`src/rtl/display_pkg.sv`:
```
// Shared constants for the 4-digit 7-segment scanner: active-low segment
// patterns ({g,f,e,d,c,b,a}) and the digit-slot indices used to select
// the anodes.
package display_pkg;

    localparam logic [6:0] SEG_0    = 7'b1000000;
    localparam logic [6:0] SEG_1    = 7'b1111001;
    localparam logic [6:0] SEG_2    = 7'b0100100;
    localparam logic [6:0] SEG_3    = 7'b0110000;
    localparam logic [6:0] SEG_4    = 7'b0011001;
    localparam logic [6:0] SEG_5    = 7'b0010010;
    localparam logic [6:0] SEG_6    = 7'b0000010;
    localparam logic [6:0] SEG_7    = 7'b1111000;
    localparam logic [6:0] SEG_8    = 7'b0000000;
    localparam logic [6:0] SEG_9    = 7'b0010000;
    localparam logic [6:0] SEG_DASH = 7'b0111111;
    localparam logic [6:0] SEG_OFF  = 7'b1111111;

    localparam logic [3:0] AN_OFF   = 4'b1111;

    // Slot index == anode bit that lights the digit.
    localparam logic [1:0] SLOT_USEG = 2'd0;
    localparam logic [1:0] SLOT_DSEG = 2'd1;
    localparam logic [1:0] SLOT_UMIN = 2'd2;
    localparam logic [1:0] SLOT_DMIN = 2'd3;

endpackage

```
`src/rtl/bcd_to_7seg.sv`:
```
// Combinational BCD to active-low 7-segment decoder. Non-BCD codes
// (A..F) render as a dash so corrupt upstream data is visible.
module bcd_to_7seg
    import display_pkg::*;
(
    input  logic [3:0] bcd,
    output logic [6:0] seg
);

    // Digit lookup with dash fallback.
    always_comb begin
        seg = SEG_DASH;
        case (bcd)
            4'd0:    seg = SEG_0;
            4'd1:    seg = SEG_1;
            4'd2:    seg = SEG_2;
            4'd3:    seg = SEG_3;
            4'd4:    seg = SEG_4;
            4'd5:    seg = SEG_5;
            4'd6:    seg = SEG_6;
            4'd7:    seg = SEG_7;
            4'd8:    seg = SEG_8;
            4'd9:    seg = SEG_9;
            default: seg = SEG_DASH;
        endcase
    end

endmodule

```
`src/rtl/display_scan.sv`:
```
// Multiplexed 4-digit 7-segment scanner for the MM:SS countdown.
// Digits are snapshotted once per frame (at the last tick of slot 3) so a
// frame never mixes old and new values. Outputs are registered and lag the
// scan state by one clock. A blink level blanks all anodes for alternating
// groups of BLINK_FRAMES frames, starting visible.
// Optional build macro: LEADING_ZERO_BLANK_EN -- blank a zero tens-of-minutes
// digit (anode still driven) so 09:59 reads " 9:59".
module display_scan
    import display_pkg::*;
#(
    parameter int SCAN_DIV     = 50000,
    parameter int BLINK_FRAMES = 64
) (
    input  logic       clk,
    input  logic       reset,
    input  logic [3:0] Dmin,
    input  logic [3:0] Umin,
    input  logic [3:0] Dseg,
    input  logic [3:0] Useg,
    input  logic       blink,
    output logic [6:0] seg,
    output logic [3:0] an,
    output logic       dp
);

    localparam int PW = (SCAN_DIV > 1) ? $clog2(SCAN_DIV) : 1;
    localparam int FW = (BLINK_FRAMES > 1) ? $clog2(BLINK_FRAMES) : 1;
    localparam logic [PW-1:0] PCNT_MAX = PW'(SCAN_DIV - 1);
    localparam logic [FW-1:0] FCNT_MAX = FW'(BLINK_FRAMES - 1);

    logic [PW-1:0]   pcnt;
    logic [1:0]      idx;
    logic            tick;
    logic            frame_start;
    logic [3:0][3:0] snap;       // indexed by slot
    logic [FW-1:0]   fcnt;
    logic            bphase;
    logic            blank;
    logic [3:0]      digit;
    logic [6:0]      dec_seg;
    logic [6:0]      seg_next;

    assign tick        = (pcnt == PCNT_MAX);
    assign frame_start = tick && (idx == SLOT_DMIN);
    // Live blink term: dropping blink unblanks on the very next update.
    assign blank       = blink && bphase;
    assign digit       = snap[idx];

    bcd_to_7seg u_dec (
        .bcd (digit),
        .seg (dec_seg)
    );

    // Segment pattern for the current slot, with optional leading-zero blank.
    always_comb begin
        seg_next = dec_seg;
`ifdef LEADING_ZERO_BLANK_EN
        if ((idx == SLOT_DMIN) && (digit == 4'd0)) begin
            seg_next = SEG_OFF;
        end
`endif
    end

    // Prescaler and slot index.
    always_ff @(posedge clk or posedge reset) begin
        if (reset) begin
            pcnt <= '0;
            idx  <= SLOT_USEG;
        end else if (tick) begin
            pcnt <= '0;
            idx  <= idx + 2'd1;
        end else begin
            pcnt <= pcnt + 1'b1;
        end
    end

    // Frame snapshot of the four BCD digits.
    always_ff @(posedge clk or posedge reset) begin
        if (reset) begin
            snap <= '0;
        end else if (frame_start) begin
            snap[SLOT_USEG] <= Useg;
            snap[SLOT_DSEG] <= Dseg;
            snap[SLOT_UMIN] <= Umin;
            snap[SLOT_DMIN] <= Dmin;
        end
    end

    // Blink frame counter and phase; held at zero while blink is low.
    always_ff @(posedge clk or posedge reset) begin
        if (reset) begin
            fcnt   <= '0;
            bphase <= 1'b0;
        end else if (!blink) begin
            fcnt   <= '0;
            bphase <= 1'b0;
        end else if (frame_start) begin
            if (fcnt == FCNT_MAX) begin
                fcnt   <= '0;
                bphase <= ~bphase;
            end else begin
                fcnt <= fcnt + 1'b1;
            end
        end
    end

    // Registered segment, anode and colon outputs.
    always_ff @(posedge clk or posedge reset) begin
        if (reset) begin
            seg <= SEG_OFF;
            an  <= AN_OFF;
            dp  <= 1'b1;
        end else begin
            seg <= seg_next;
            an  <= blank ? AN_OFF : ~(4'b0001 << idx);
            dp  <= !((idx == SLOT_UMIN) && !blank);
        end
    end

endmodule
```
`config.mk`:
```
export PLATFORM = sky130hd
export DESIGN_NAME = display_scan
export DESIGN_NICKNAME = d
export VERILOG_FILES = /design/src/rtl/display_pkg.sv /design/src/rtl/bcd_to_7seg.sv /design/src/rtl/display_scan.sv
export SDC_FILE = /design/constraint.sdc
export NUM_CORES = 1
export LEC_CHECK = 0
export ABC_AREA = 1
export CORE_ASPECT_RATIO = 0.7
export CORE_MARGIN = 4
export CORE_UTILIZATION = 36
export DETAILED_ROUTE_END_ITERATION = 8
export HOLD_SLACK_MARGIN = 0.08
export RECOVER_POWER = 25
export SETUP_SLACK_MARGIN = 0.15
export SYNTH_ARGS = -nofsm -noshare
export SYNTH_HDL_FRONTEND = slang
export SYNTH_SLANG_ARGS = --single-unit
```
`constraint.sdc`:
```
create_clock -name clk -period 2.12 [get_ports clk]
set_clock_uncertainty 0.15 [all_clocks]
set_input_delay 0.636 -clock clk [delete_from_list [all_inputs] [get_ports clk]]
set_output_delay 0.636 -clock clk [all_outputs]
set_load 0.05 [all_outputs]
```
==> ci_impl_report.md <==
## Implementation flow summary

| Metric | Value |
|---|---|
| Tool warning count | `33` |
| Tightest Hold Check Type | `register to register` |
| Diode count | `0` |
| Fin crit share | `85.67%` |
| Dominant flop cell | `dfrtp_1` |
| Yosys adder share | `5.273%` |
| Clock Path Buffers | `2` |
| Ys async rst share | `100.0%` |
| Number of global-route vias before repair | `about 1900` |
| Count leader, synth | `nand2_1` |
| Logic share of the area | `34.84%` |
| CTS tree | `built` |
| Cts bufs inserted | `5` |
| Rel. slew slack | `about 54%` |
| Run status | `finished clean` |
| Yosys Instances | `324` |
| CP Launch Type | `register` |
| Flop pwr share | `between 50% and 60%` |
| Finish-stage setup viols | `0` |
| P&R area growth vs syn | `24.40%` |
| GRT Overall Usage | `a little over an eighth` |
| Root Buffer | `clkbuf_8` |
Fig. 1: placed cells, one colour a class
The bar under the picture is 20 um long. Fill, decap, tap and diode cells in grey.
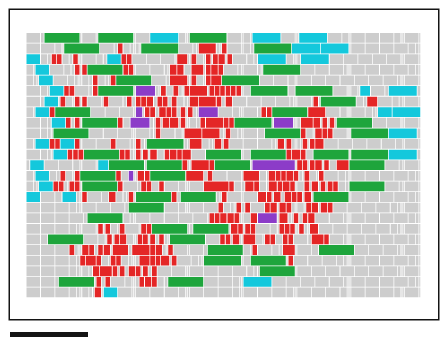
green -> registers  # cells 52, share of their area 42%
purple -> clock drivers and dummy loads  # cells 8, share of their area 3.4%
red -> remaining logic cells  # cells 268, share of their area 41%
cyan -> remaining buffers and delay cells  # cells 32, share of their area 14%
Final Util: 47.18%
Core Area: 6882 sq um
sequential cell area share: 40.54%
row cnt: 25
fin area: 3247 sq um

Fig. 2: cell outlines without signal wires
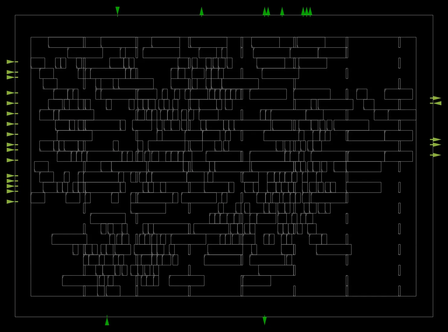
fin cells: 454
number of fill cells in the layout: 678
Seq Cell Count: 52

Power figures rest on the tool's default switching activity, not on a simulated workload.
